$ cat config.mk
export PLATFORM = sky130hd
export DESIGN_NAME = tm_sr_rx_mon_flat
export DESIGN_NICKNAME = d
export VERILOG_FILES = /design/src/rtl/tm_sr_rx_mon_if.sv /design/src/rtl/tm_sr_rx_mon.sv /design/src/flat_wrapper.sv
export SDC_FILE = /design/constraint.sdc
export NUM_CORES = 1
export LEC_CHECK = 0
export ABC_AREA = 1
export CORE_UTILIZATION = 45
export DETAILED_ROUTE_END_ITERATION = 7
export PLACE_DENSITY = 0.66
export SLEW_MARGIN = 20
export SYNTH_ARGS = -nofsm -noshare
export SYNTH_HDL_FRONTEND = slang
export SYNTH_SLANG_ARGS = --single-unit
$ cat constraint.sdc
create_clock -name clk -period 6.28 [get_ports clk]
set_input_delay 0.628 -clock clk [delete_from_list [all_inputs] [get_ports clk]]
set_output_delay 0.628 -clock clk [all_outputs]
set_load 0.02 [all_outputs]
$ cat src/rtl/tm_sr_rx_mon_if.sv
// SR/TM receive-monitor signal bundle.
// master: the link/receiver side that reports frames and clears counters.
// slave : the monitor that reports link health and error counts.
interface tm_sr_rx_mon_if;
  logic       sr_rx_done;
  logic       sr_crc_ok;
  logic       tm_rx_done;
  logic       tm_crc_ok;
  logic       cnt_clr;
  logic       sr_repeat_req;
  logic       sr_early;
  logic       sr_link_ok;
  logic       tm_link_ok;
  logic       tm_missing;
  logic [7:0] sr_err_cnt;
  logic [7:0] tm_err_cnt;

  modport master (
    output sr_rx_done, sr_crc_ok, tm_rx_done, tm_crc_ok, cnt_clr,
    input  sr_repeat_req, sr_early, sr_link_ok, tm_link_ok, tm_missing,
           sr_err_cnt, tm_err_cnt
  );

  modport slave (
    input  sr_rx_done, sr_crc_ok, tm_rx_done, tm_crc_ok, cnt_clr,
    output sr_repeat_req, sr_early, sr_link_ok, tm_link_ok, tm_missing,
           sr_err_cnt, tm_err_cnt
  );
endinterface

$ cat src/rtl/tm_sr_rx_mon.sv
// SR/TM link monitor: watches SR frame timing with a bounded repeat-request
// retry scheme, watches TM frame arrival against a window, and keeps
// saturating error counters. All outputs are registered.
module tm_sr_rx_mon #(
  parameter int unsigned SR_PERIOD    = 5000000,
  parameter int unsigned SR_TOL       = 50000,
  parameter int unsigned SR_REPEAT_TO = 100000,
  parameter int unsigned MAX_RETRY    = 3,
  parameter int unsigned TM_PERIOD    = 50000000,
  parameter int unsigned TM_TOL       = 500000
) (
  input  logic          clk,
  input  logic          n_rst,
  tm_sr_rx_mon_if.slave bus
);

  localparam int unsigned RW       = $clog2(MAX_RETRY + 2);
  localparam logic [23:0] SR_EARLY = 24'(SR_PERIOD - SR_TOL);
  localparam logic [23:0] SR_LATE  = 24'(SR_PERIOD + SR_TOL);
  localparam logic [23:0] SR_RTO   = 24'(SR_REPEAT_TO);
  localparam logic [RW-1:0] RETRY_MAX = RW'(MAX_RETRY);
  localparam logic [26:0] TM_LIM   = 27'(TM_PERIOD + TM_TOL);

  typedef enum logic [1:0] {
    S_IDLE,
    S_RUN,
    S_REPEAT,
    S_FAIL
  } sr_state_t;

  sr_state_t       state_q, state_d;
  logic [23:0]     sr_tmr_q, sr_tmr_d;
  logic [RW-1:0]   retry_q, retry_d;
  logic            sr_link_q, sr_link_d;
  logic            sr_req_q, sr_req_d;
  logic            sr_early_q, sr_early_d;
  logic [7:0]      sr_err_q, sr_err_d;

  logic            tm_on_q, tm_on_d;
  logic [26:0]     tm_tmr_q, tm_tmr_d;
  logic            tm_link_q, tm_link_d;
  logic            tm_miss_q, tm_miss_d;
  logic [7:0]      tm_err_q, tm_err_d;

  logic            sr_good, sr_bad, sr_active, sr_fault;
  logic            tm_good, tm_bad;

  function automatic logic [7:0] sat_add(input logic [7:0] v, input logic [1:0] n);
    logic [8:0] s;
    s = {1'b0, v} + {7'd0, n};
    return s[8] ? 8'hFF : s[7:0];
  endfunction

  assign sr_good   = bus.sr_rx_done & bus.sr_crc_ok;
  assign sr_bad    = bus.sr_rx_done & ~bus.sr_crc_ok;
  assign sr_active = (state_q == S_RUN) || (state_q == S_REPEAT);
  assign sr_fault  = (sr_bad & sr_active)
                   | ((state_q == S_RUN)    && (sr_tmr_q == SR_LATE))
                   | ((state_q == S_REPEAT) && (sr_tmr_q == SR_RTO));
  assign tm_good   = bus.tm_rx_done & bus.tm_crc_ok;
  assign tm_bad    = bus.tm_rx_done & ~bus.tm_crc_ok;

  // SR state, timer, retry count, flags and error counter registers
  always_ff @(posedge clk or negedge n_rst) begin
    if (!n_rst) begin
      state_q    <= S_IDLE;
      sr_tmr_q   <= '0;
      retry_q    <= '0;
      sr_link_q  <= 1'b0;
      sr_req_q   <= 1'b0;
      sr_early_q <= 1'b0;
      sr_err_q   <= '0;
    end else begin
      state_q    <= state_d;
      sr_tmr_q   <= sr_tmr_d;
      retry_q    <= retry_d;
      sr_link_q  <= sr_link_d;
      sr_req_q   <= sr_req_d;
      sr_early_q <= sr_early_d;
      sr_err_q   <= sr_err_d;
    end
  end

  // SR next-state: a good frame always wins; faults retry until exhausted
  always_comb begin
    logic [1:0] inc;
    logic       fail_evt;
    state_d    = state_q;
    sr_tmr_d   = '0;
    retry_d    = retry_q;
    sr_link_d  = sr_link_q;
    sr_req_d   = 1'b0;
    sr_early_d = 1'b0;
    fail_evt   = 1'b0;
    if (sr_active) begin
      sr_tmr_d = (sr_tmr_q == '1) ? sr_tmr_q : sr_tmr_q + 24'd1;
    end
    if (sr_good) begin
      sr_early_d = (state_q == S_RUN) && (sr_tmr_q < SR_EARLY);
      state_d    = S_RUN;
      sr_tmr_d   = '0;
      retry_d    = '0;
      sr_link_d  = 1'b1;
    end else if (sr_fault) begin
      sr_tmr_d = '0;
      if (retry_q < RETRY_MAX) begin
        state_d  = S_REPEAT;
        retry_d  = retry_q + RW'(1);
        sr_req_d = 1'b1;
      end else begin
        state_d   = S_FAIL;
        sr_link_d = 1'b0;
        fail_evt  = 1'b1;
      end
    end
    // A bad frame that also exhausts the retries counts as two errors.
    inc      = {1'b0, sr_bad} + {1'b0, fail_evt};
    sr_err_d = bus.cnt_clr ? '0 : sat_add(sr_err_q, inc);
  end

  // TM timer, flags and error counter registers
  always_ff @(posedge clk or negedge n_rst) begin
    if (!n_rst) begin
      tm_on_q   <= 1'b0;
      tm_tmr_q  <= '0;
      tm_link_q <= 1'b0;
      tm_miss_q <= 1'b0;
      tm_err_q  <= '0;
    end else begin
      tm_on_q   <= tm_on_d;
      tm_tmr_q  <= tm_tmr_d;
      tm_link_q <= tm_link_d;
      tm_miss_q <= tm_miss_d;
      tm_err_q  <= tm_err_d;
    end
  end

  // TM next-state: window restarts on each good frame and after each miss
  always_comb begin
    logic [1:0] inc;
    tm_on_d   = tm_on_q;
    tm_tmr_d  = tm_tmr_q;
    tm_link_d = tm_link_q;
    tm_miss_d = 1'b0;
    inc       = {1'b0, tm_bad};
    if (tm_good) begin
      tm_on_d   = 1'b1;
      tm_tmr_d  = '0;
      tm_link_d = 1'b1;
    end else if (tm_on_q) begin
      if (tm_tmr_q == TM_LIM) begin
        tm_tmr_d  = '0;
        tm_miss_d = 1'b1;
        tm_link_d = 1'b0;
        inc       = inc + 2'd1;
      end else begin
        tm_tmr_d = tm_tmr_q + 27'd1;
      end
    end
    tm_err_d = bus.cnt_clr ? '0 : sat_add(tm_err_q, inc);
  end

  assign bus.sr_repeat_req = sr_req_q;
  assign bus.sr_early      = sr_early_q;
  assign bus.sr_link_ok    = sr_link_q;
  assign bus.tm_link_ok    = tm_link_q;
  assign bus.tm_missing    = tm_miss_q;
  assign bus.sr_err_cnt    = sr_err_q;
  assign bus.tm_err_cnt    = tm_err_q;

endmodule

$ cat src/flat_wrapper.sv
// flat-port wrapper written by rule: the top's interface ports become plain ports
module tm_sr_rx_mon_flat 
#(
  parameter int unsigned SR_PERIOD    = 5000000,
  parameter int unsigned SR_TOL       = 50000,
  parameter int unsigned SR_REPEAT_TO = 100000,
  parameter int unsigned MAX_RETRY    = 3,
  parameter int unsigned TM_PERIOD    = 50000000,
  parameter int unsigned TM_TOL       = 500000
)
  (clk, n_rst, bus_sr_rx_done, bus_sr_crc_ok, bus_tm_rx_done, bus_tm_crc_ok, bus_cnt_clr, bus_sr_repeat_req, bus_sr_early, bus_sr_link_ok, bus_tm_link_ok, bus_tm_missing, bus_sr_err_cnt, bus_tm_err_cnt);
  tm_sr_rx_mon_if bus_i ();
  input  logic clk;
  input  logic n_rst;
  input wire logic [$bits(bus_i.sr_rx_done)-1:0] bus_sr_rx_done;
  input wire logic [$bits(bus_i.sr_crc_ok)-1:0] bus_sr_crc_ok;
  input wire logic [$bits(bus_i.tm_rx_done)-1:0] bus_tm_rx_done;
  input wire logic [$bits(bus_i.tm_crc_ok)-1:0] bus_tm_crc_ok;
  input wire logic [$bits(bus_i.cnt_clr)-1:0] bus_cnt_clr;
  output wire logic [$bits(bus_i.sr_repeat_req)-1:0] bus_sr_repeat_req;
  output wire logic [$bits(bus_i.sr_early)-1:0] bus_sr_early;
  output wire logic [$bits(bus_i.sr_link_ok)-1:0] bus_sr_link_ok;
  output wire logic [$bits(bus_i.tm_link_ok)-1:0] bus_tm_link_ok;
  output wire logic [$bits(bus_i.tm_missing)-1:0] bus_tm_missing;
  output wire logic [$bits(bus_i.sr_err_cnt)-1:0] bus_sr_err_cnt;
  output wire logic [$bits(bus_i.tm_err_cnt)-1:0] bus_tm_err_cnt;
  assign bus_i.sr_rx_done = bus_sr_rx_done;
  assign bus_i.sr_crc_ok = bus_sr_crc_ok;
  assign bus_i.tm_rx_done = bus_tm_rx_done;
  assign bus_i.tm_crc_ok = bus_tm_crc_ok;
  assign bus_i.cnt_clr = bus_cnt_clr;
  assign bus_sr_repeat_req = bus_i.sr_repeat_req;
  assign bus_sr_early = bus_i.sr_early;
  assign bus_sr_link_ok = bus_i.sr_link_ok;
  assign bus_tm_link_ok = bus_i.tm_link_ok;
  assign bus_tm_missing = bus_i.tm_missing;
  assign bus_sr_err_cnt = bus_i.sr_err_cnt;
  assign bus_tm_err_cnt = bus_i.tm_err_cnt;
  tm_sr_rx_mon #(.SR_PERIOD(SR_PERIOD), .SR_TOL(SR_TOL), .SR_REPEAT_TO(SR_REPEAT_TO), .MAX_RETRY(MAX_RETRY), .TM_PERIOD(TM_PERIOD), .TM_TOL(TM_TOL)) u_core (.clk(clk), .n_rst(n_rst), .bus(bus_i));
endmodule
Fig. 1: run 1, cell area per tile
Drawn at 3 px/um. 11 x 11 tiles, from white (low) to dark blue (high), 0 to 100% covered.
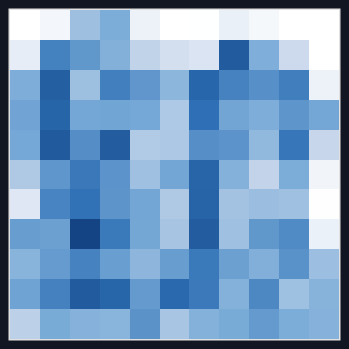
nearly empty tiles: 5.8%
mean over tiles: 47%
tiles over 75% full: 11%
fullest tile: 92%
post-layout utilization of the core: 53.0%
initial standard-cell utilization of the core: 47.1%

Fig. 2: run 1, the metal 3 layer
Drawn at 4 px/um. Cells faint in the background.
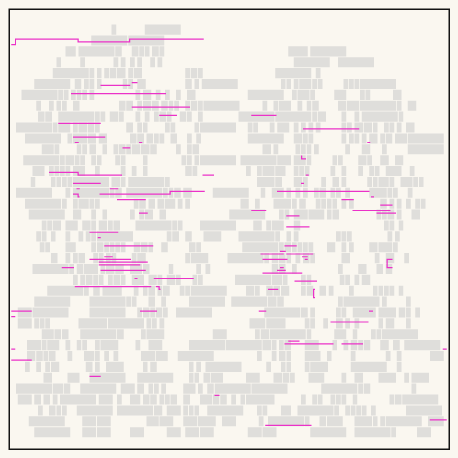
share of all routed wire: 3.7%
main direction: horizontal

Fig. 3: run 1, the metal 1 layer
Drawn at 2 px/um. Supply wires on this layer in grey.
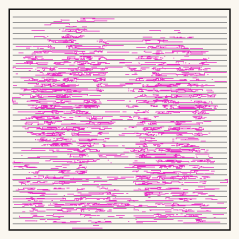
longest straight run: 29.4 um
main direction: horizontal
Total Wirelength: 13.1 mm
fraction of met1 tracks used by global routing: 29.7%
via count: 4822

-- run 1: final cells by class --
class	count	area, um2	area share, %
inverter	109	409	6.96
clock buffer	12	267	4.53
multi-input combinational	550	2770	47.2
clock inverter	4	30.0	0.511
tap	140	175	2.98
timing repair buffer	27	272	4.62
sequential	78	1950	33.2
-- run 1: kinds of logic (layout without fill, tap and decap cells) --
kind of cell,Yosys count,count (layout)
AND-OR/OR-AND,40,40
XOR/XNOR,26,26
adder cells (fa/ha/maj),13,13
buffers and inverters,120,152
flip-flops,78,78
AND/OR/NAND/NOR,471,471
==> impl_metrics.ini, run 1 <==
; generated from flow reports
[run]
max_cap_viol_count = 0

[floorplanning]
floorplan.rows = 38
pin_count = 28
floorplan.die.width_um = 110

[clock_tree]
tritoncts_num_sinks = 78
number_of_buffers_on_the_longest_clock_path = 2
worst_setup_hold_path_clk_slew_ns = 0.06
cts-buffers-inserted = 9

[sta]
total_count_of_hold_check_failures_in_the_final_report = 0
maxSlewHeadroom_pct = 38.0
final.hold.worst_slack_ns = 0.291
setup_viol = 0
slew_viol_final = 0

[yosys]
edf_count = 0
syn_nets = 768
ys_sh_simple_pct = 41.1
aoi_share_pct = 4.30
yosys.cell_types.count = 40
synthXorXnorAreaFrac_pct = 4.37
synthAdderAreaFrac_pct = 3.41
topCombFamilyByArea = simple AND/OR/NAND/NOR gates
netlist.top_cell.by_instances = sky130_fd_sc_hd__nand2_1
ys_top_cells_by_count = sky130_fd_sc_hd__nand2_1 (205), sky130_fd_sc_hd__nor2_1 (110), sky130_fd_sc_hd__inv_1 (95), sky130_fd_sc_hd__dfrtp_1 (78), sky130_fd_sc_hd__nand3_1 (61)
yosysTopAreaCellShare_pct = 37.4
yosys_warnings = 0

[drt]
top_layer = met4
detailroute.wirelength.met3_um = 477

[setup_path]
setup.worst_path.end_class = register
worstRegToRegCells = 14
capturing_instance_or_port_of_the_critical_path = u_core.bus.sr_err_cnt[3]
crit_path_frequent_cell = sky130_fd_sc_hd__inv_1
timing.critical_path.fanout_max = 13
critical_path_required_ns = 6.54
worst_r2r_endpoint = u_core.bus.sr_err_cnt[3]
cell_with_the_biggest_individual_delay_on_the_critical_path = sky130_fd_sc_hd__ha_1
worstPathCellList = inv_1 -> ha_1 -> or2_2 -> nand2_4 -> nand2_1 -> fa_1 -> inv_1 -> ha_1 -> nand3_1 -> nor2_1 -> nand2_1 -> nor2_1 -> inv_1 -> a21oi_1

[global_routing]
first_global_vias = 4627
global_route_wire_length_before_repair_mm = 22.1

[power]
p_int_uw = 942
power.largest_group = registers
vdd_ir_drop_max_mv = 0.206
sequentialPowerShare_pct = 42.0

[cells_and_area]
final_cell_count_no_fill = 920
largest_register = u_core.tm_tmr_q
drive_above_1_share_pct = 10.4
area.growth.synth_to_final_pct = 12.7

[place]
detailedPlace.worstSlack_ns = 2.93
dp_hpwl_mm = 9.91

[run_status]
outcome = finished, final reports clean
==> inputs of run 2 (changes only) <==
clock period = 3 ns   (was 6.28 ns; I/O delays follow)
==> run 2 against run 1 <==
Against the previous run:
- power grew 110%
- area after synthesis did not move
- sequential power is 110% higher
- final area increased by 2.7%
- clock skew shrank 0.0014 ns
- utilization up 1.4 points
- worst setup slack got worse by 2.9 ns
- via count up 0.97%
- register-to-register slack lost 2.9 ns
- global-route usage increased by 0.10 points
- critical endpoint is now u_core.bus.tm_err_cnt[4]
==> impl_metrics.ini, run 2 <==
; generated from flow reports
[clock_tree]
worst_setup_hold_path_clk_slew_ns = 0.06
tritoncts_num_sinks = 78
cts-buffers-inserted = 9

[yosys]
yosys.cell_types.count = 40
netlist.top_cell.by_instances = sky130_fd_sc_hd__nand2_1
yosys_warnings = 0
yosysTopAreaCellShare_pct = 37.4
ys_top_cells_by_count = sky130_fd_sc_hd__nand2_1 (205), sky130_fd_sc_hd__nor2_1 (110), sky130_fd_sc_hd__inv_1 (95), sky130_fd_sc_hd__dfrtp_1 (78), sky130_fd_sc_hd__nand3_1 (61)

[cells_and_area]
area.share.sequential_pct = 32.3
clock_buffer_count = 12
largest_register = u_core.tm_tmr_q
ff_count = 78
layout.buffer.nonclock.area_share_pct = 6.80
drive_above_1_share_pct = 12.9
final-clk-cell-share_pct = 4.75
non_clock_inverter_count = 109
area.growth.synth_to_final_pct = 15.8
multi_input_logic_portion_of_the_cell_area_pct = 46.4

[setup_path]
worstRegToRegCells = 17
cell_with_the_biggest_individual_delay_on_the_critical_path = sky130_fd_sc_hd__dfrtp_1
crit_path_frequent_cell = sky130_fd_sc_hd__inv_1
worstPathCellList = nor2_1 -> nand3_1 -> nor2_1 -> nand3_1 -> nor2_2 -> ha_1 -> a22o_1 -> ha_1 -> inv_1 -> fa_2 -> inv_1 -> nand4_1 -> nor2_1 -> nand2_2 -> inv_1 -> o21ai_0 -> inv_1

[global_routing]
fraction_of_met1_tracks_used_by_global_routing_pct = 30.3
first_global_vias = 4660

[sta]
final.hold.worst_slack_ns = 0.384

[floorplanning]
floorplan.die.width_um = 110
floorplanUtilization_pct = 47.1

[run_status]
outcome = finished, final reports clean

[drt]
finalWirelength_mm = 13.2
route.vias.total = 4869
detailroute.wirelength.met3_um = 454

[power]
p_int_uw = 2000
sequentialPowerShare_pct = 40.7

[run]
max_cap_viol_count = 0

[place]
dp_hpwl_mm = 9.91
[run 2: cell counts after synthesis]
No cell type changed its count.
[run 2: kinds of logic (layout without fill, tap and decap cells)]
family,count (synthesis),after routing,share of synthesized area [%]
AND-OR/OR-AND,40,40,4.30
XOR/XNOR,26,26,4.37
adder cells (fa/ha/maj),13,13,3.41
buffers and inverters,120,168,9.36
flip-flops,78,78,37.4
AND/OR/NAND/NOR,471,471,41.1
[run 2: power groups by stage]
stage / Clock, uW / Combinational (uW) / Sequential, uW
after floorplan: 0 / 489 / 1210
after global routing: 1130 / 792 / 1210
after CTS: 1090 / 678 / 1200
after detailed placement: 0 / 673 / 1220
final: 1050 / 701 / 1200
after global placement: 0 / 663 / 1210
Fig. 4: run 2, cell area per tile
Drawn at 3 px/um. 11 x 11 tiles, from white (low) to dark blue (high), 0 to 100% covered.
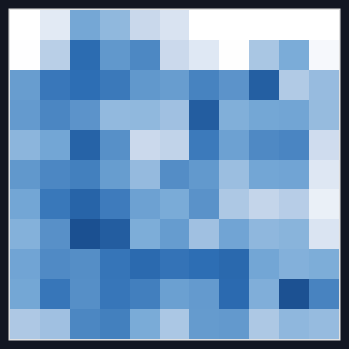
fullest tile: 87%
emptiest ninth of the die: upper right
tiles over 75% full: 9.1%
nearly empty tiles: 6.6%
post-layout utilization of the core: 54.5%
Core Footprint: 11100 um2

==> inputs of run 3 (changes only) <==
PLACE_DENSITY = 0.68   (was 0.66)
SLEW_MARGIN = 0   (was 20)
clock period = 2.45 ns   (was 3 ns; I/O delays follow)
==> run 3 against run 2 <==
Against the previous run:
- the flow now finishes with violations (negative setup slack)
- clock skew rose by 0.00070 ns
- sequential power increased by 21%
- global-route usage rose by 1.6 points
- critical path type unchanged
- largest cell class unchanged
==> impl_metrics.ini, run 3 <==
; generated from flow reports
[cells_and_area]
multi_input_logic_portion_of_the_cell_area_pct = 43.3
drive_above_1_share_pct = 24.1
clock_buffer_count = 11
non_clock_inverter_count = 109
area.growth.synth_to_final_pct = 29.8
area.share.sequential_pct = 28.9
largest_register = u_core.tm_tmr_q
ff_count = 78
layout.buffer.nonclock.area_share_pct = 14.2

[yosys]
ys_top_cells_by_count = sky130_fd_sc_hd__nand2_1 (205), sky130_fd_sc_hd__nor2_1 (110), sky130_fd_sc_hd__inv_1 (95), sky130_fd_sc_hd__dfrtp_1 (78), sky130_fd_sc_hd__nand3_1 (61)
yosysTopAreaCellShare_pct = 37.4
yosys_warnings = 0
yosys.cell_types.count = 40

[power]
sequentialPowerShare_pct = 35.6
p_int_uw = 2810
seq_power_uw = 1450
power.largest_group = the clock network
power.combinational.total_uw = 1100

[floorplanning]
floorplan.die.width_um = 110
floorplanUtilization_pct = 47.1
floorplan.core_area_um2 = 11100

[run_status]
failing_checks = negative setup slack
outcome = finished, violations left

[setup_path]
cell_with_the_biggest_individual_delay_on_the_critical_path = sky130_fd_sc_hd__dfrtp_1
worstRegToRegCells = 16
worstPathCellList = nand2_1 -> nor3_1 -> nand3_1 -> nor2_2 -> ha_1 -> a22o_1 -> ha_2 -> inv_2 -> fa_2 -> inv_2 -> nand4_1 -> nor2_1 -> nand2_2 -> o21ai_2 -> a21oi_1 -> nor2_1

[sta]
fin_ws_ns = -0.165
setup_viol = 10
clock.fmax_mhz = 382

[global_routing]
fraction_of_met1_tracks_used_by_global_routing_pct = 30.3

[drt]
finalWirelength_mm = 14.3

[clock_tree]
tritoncts_num_sinks = 78
cts_tree = yes
cts-buffers-inserted = 9

[place]
dp_hpwl_mm = 10.8

[run]
max_cap_viol_count = 0
[run 3: metrics by stage]
stage               setup TNS, ns  area [um2]  hold WS (ns)
floorplan                  -0.363        5270       -0.0506
global placement           -0.705        6220         0.301
detailed placement          -2.14        6220         0.301
CTS                         -1.41        6640         0.473
global route                -3.91        6770         0.513
finish                      -1.18        6770         0.451
[run 3: logic make-up (layout without fill, tap and decap cells)]
kind of cell	count (synthesis)	after routing	synth area share (%)
fa+ha+maj	13	13	3.41
flops	78	78	37.4
buf+inv	120	241	9.36
simple gates	471	471	41.1
compound gates	40	40	4.30
xor+xnor	26	26	4.37
[run 3: routing by layer]
layer	share of wire [%]	vias to the layer above
met1	42	2428
met5	0	-
li1	-	2587
met3	3.8	38
met2	50	119
met4	3.4	0
Fig. 5: run 3, clock network drawn from the DEF
Drawn at 3 px/um.
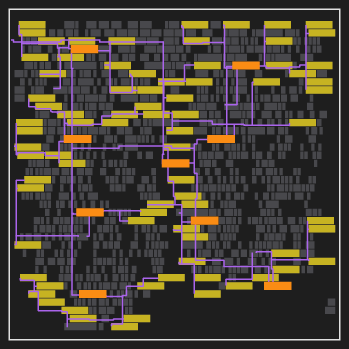
[purple] clock wires | length: 1080 um
[orange] cells driving clock nets | count: 9
[yellow] flip-flops | count: 78
routed clock nets: 10


==> gallery <==
The clock network.
picture 1
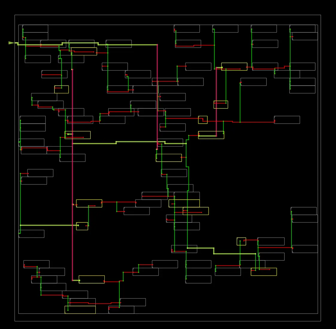
picture 2
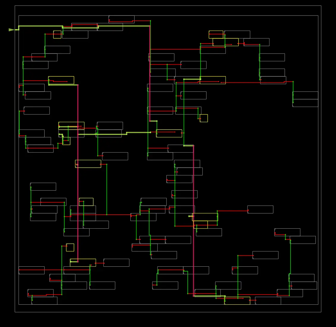
picture 3
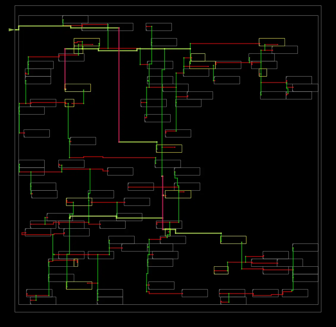
- run 3 = picture 1
- run 2 = picture 3
- run 1 = picture 2

Power is estimated from default activity; no workload was simulated.
